## src/rtl/scs8hd_rstseq_4.sv

```systemverilog
// Reset synchronizer and sequencer: asserts all domain resets asynchronously and
// releases them synchronously, one domain at a time, with a req/ack software reset.
`timescale 1ns/1ps
module scs8hd_rstseq_4 #(
    parameter int unsigned SYNC_STAGES = 2,
    parameter int unsigned NDOM        = 4,
    parameter int unsigned GAP         = 8,
    parameter int unsigned SWRST_LEN   = 16
) (
    input  logic            CLK,
    input  logic            RESETB,
    input  logic            SWRST_REQ,
    output logic            SWRST_ACK,
    output logic [NDOM-1:0] RESETB_OUT,
    output logic            READY
);

    localparam int unsigned CNT_MAX = (GAP > SWRST_LEN) ? GAP : SWRST_LEN;
    localparam int unsigned CNT_W   = (CNT_MAX > 1) ? $clog2(CNT_MAX) : 1;
    localparam int unsigned IDX_W   = (NDOM > 1) ? $clog2(NDOM) : 1;

    localparam logic [CNT_W-1:0] GAP_LAST = CNT_W'(GAP - 1);
    localparam logic [CNT_W-1:0] SW_LAST  = CNT_W'(SWRST_LEN - 1);
    localparam logic [IDX_W-1:0] IDX_LAST = IDX_W'(NDOM - 1);

    typedef enum logic [1:0] {
        StHold,
        StRelease,
        StRun,
        StSwrst
    } state_e;

    logic [SYNC_STAGES-1:0] sync_q;
    logic                   rst_sync;

    state_e             state_q, state_d;
    logic [CNT_W-1:0]   cnt_q, cnt_d;
    logic [IDX_W-1:0]   idx_q, idx_d;
    logic [NDOM-1:0]    out_q, out_d;
    logic               ready_q, ready_d;
    logic               ack_q, ack_d;
    logic               sw_q, sw_d;

    // Deassertion synchronizer; every stage is cleared asynchronously.
    always_ff @(posedge CLK or negedge RESETB) begin
        if (!RESETB) begin
            sync_q <= '0;
        end else begin
            sync_q <= {sync_q[SYNC_STAGES-2:0], 1'b1};
        end
    end

    assign rst_sync = sync_q[SYNC_STAGES-1];

    always_ff @(posedge CLK or negedge RESETB) begin
        if (!RESETB) begin
            state_q <= StHold;
            cnt_q   <= '0;
            idx_q   <= '0;
            out_q   <= '0;
            ready_q <= 1'b0;
            ack_q   <= 1'b0;
            sw_q    <= 1'b0;
        end else begin
            state_q <= state_d;
            cnt_q   <= cnt_d;
            idx_q   <= idx_d;
            out_q   <= out_d;
            ready_q <= ready_d;
            ack_q   <= ack_d;
            sw_q    <= sw_d;
        end
    end

    always_comb begin
        state_d = state_q;
        cnt_d   = cnt_q;
        idx_d   = idx_q;
        out_d   = out_q;
        ready_d = ready_q;
        ack_d   = ack_q;
        sw_d    = sw_q;

        unique case (state_q)
            StHold: begin
                if (rst_sync) begin
                    state_d = StRelease;
                    cnt_d   = '0;
                    idx_d   = '0;
                end
            end

            StRelease: begin
                if (cnt_q == GAP_LAST) begin
                    cnt_d = '0;
                    // Rebuild the thermometer up to idx so the output can never skip a domain.
                    for (int unsigned i = 0; i < NDOM; i++) begin
                        if (32'(idx_q) >= i) begin
                            out_d[i] = 1'b1;
                        end
                    end
                    if (idx_q == IDX_LAST) begin
                        state_d = StRun;
                        ready_d = 1'b1;
                        ack_d   = sw_q;
                        sw_d    = 1'b0;
                    end else begin
                        idx_d = idx_q + 1'b1;
                    end
                end else begin
                    cnt_d = cnt_q + 1'b1;
                end
            end

            StRun: begin
                if (ack_q) begin
                    if (!SWRST_REQ) begin
                        ack_d = 1'b0;
                    end
                end else if (SWRST_REQ) begin
                    state_d = StSwrst;
                    out_d   = '0;
                    ready_d = 1'b0;
                    cnt_d   = '0;
                    idx_d   = '0;
                    sw_d    = 1'b1;
                end
            end

            StSwrst: begin
                if (cnt_q == SW_LAST) begin
                    state_d = StRelease;
                    cnt_d   = '0;
                end else begin
                    cnt_d = cnt_q + 1'b1;
                end
            end

            default: begin
                state_d = StHold;
            end
        endcase
    end

    assign RESETB_OUT = out_q;
    assign READY      = ready_q;
    assign SWRST_ACK  = ack_q;

endmodule

```

## config.mk

```make
export PLATFORM = sky130hd
export DESIGN_NAME = scs8hd_rstseq_4
export DESIGN_NICKNAME = d
export VERILOG_FILES = /design/src/rtl/scs8hd_rstseq_4.sv
export SDC_FILE = /design/constraint.sdc
export NUM_CORES = 1
export LEC_CHECK = 0
export ABC_AREA = 1
export CORE_MARGIN = 4
export CORE_UTILIZATION = 55
export DETAILED_ROUTE_END_ITERATION = 10
export HOLD_SLACK_MARGIN = 0.05
export PLACE_DENSITY_LB_ADDON = 0.12
export SLEW_MARGIN = 20
export SYNTH_ARGS = -nofsm -noshare
export SYNTH_HDL_FRONTEND = slang
export SYNTH_SLANG_ARGS = --single-unit
```

## constraint.sdc

```tcl
create_clock -name CLK -period 1.8 [get_ports CLK]
set_input_delay 0.36 -clock CLK [delete_from_list [all_inputs] [get_ports CLK]]
set_output_delay 0.36 -clock CLK [all_outputs]
set_load 0.05 [all_outputs]
```

==> qor.yml <==
power_and_ir_drop:
  switching_share: 0.520
  p_comb_frac: 0.614
  p_seq_frac: 0.273
flow_run:
  cap_violations: 0
place:
  detailedPlace.worstSlack_ns: 0.0657
cells_and_area:
  num_antenna_cells: 0
  logic_area_um2: 537
  dominant_cells: "multi-input combinational cells"
logic_synthesis:
  synth_flops: 16
  flop_cell: "dfrtp_1"
  syn-cell-area_um2: 1000
outcome:
  status: "completed"
critical_path:
  reg2regPathDepth: 7
  path_class: "flip-flop to flip-flop"
  r2r_slack_ns: 0.24
final_timing:
  drv_slew: 0
detailed_routing:
  dr.pass1.iters: 4
  detailroute.via_count: 881
clock_network:
  numCtsBuffers: 3
  cts.clk_slew.worst_paths_ns: 0.10
global_route:
  grt_use_total: 0.181
-- worst max path at each step --
stage	endpoint	slack [ns]	cells after the start
2_1_floorplan	RESETB_OUT[3]$_DFFE_PN0P_	0.42	9
3_3_place_gp	RESETB_OUT[1]$_DFFE_PN0P_	0.09	9
3_5_place_dp	RESETB_OUT[1]$_DFFE_PN0P_	0.07	9
4_1_cts	RESETB_OUT[1]$_DFFE_PN0P_	0.05	9
5_1_grt	RESETB_OUT[1]$_DFFE_PN0P_	0.06	9
6_report	idx_q[0]$_DFFE_PN0P_	0.24	7
-- state kept, by name, indices dropped and copies added, names as in the netlist --
signal / flops
RESETB_OUT: 4
sw_q: 1
SWRST_ACK: 1
idx_q: 2
cnt_q: 4
state_q: 2
sync_q: 2
Cell density map:
10 x 10 tiles, from white (low) to dark blue (high), 0 to 100% covered.
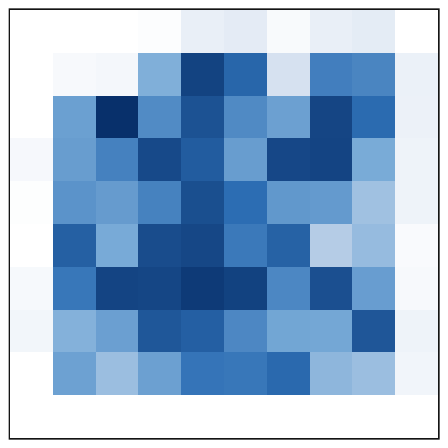
fullest tile: 100%
tiles over 75% full: 25%
nearly empty tiles: 20%

Metal 2:
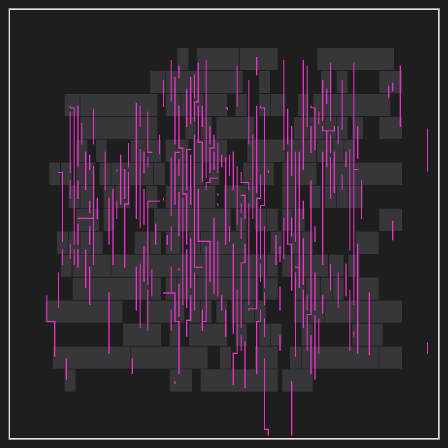
share of all routed wire: 51%
wire length on this layer: 1020 um
main direction: vertical

Met1 routing:
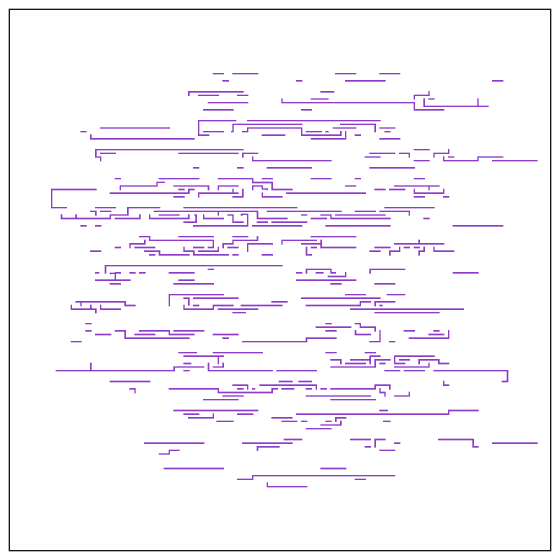
wire length on this layer: 854 um
share of all routed wire: 42%
longest straight run: 16.6 um
nets with wire on the layer: 134
main direction: horizontal

Register map, names as in the netlist:
Other sequential cells in the stronger grey, the rest of the logic in the fainter grey.
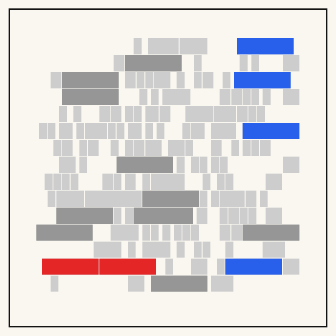
| signal | colour | flops |
|---|---|---|
| RESETB_OUT | blue | 4 |
| sync_q | red | 2 |
not coloured: 10

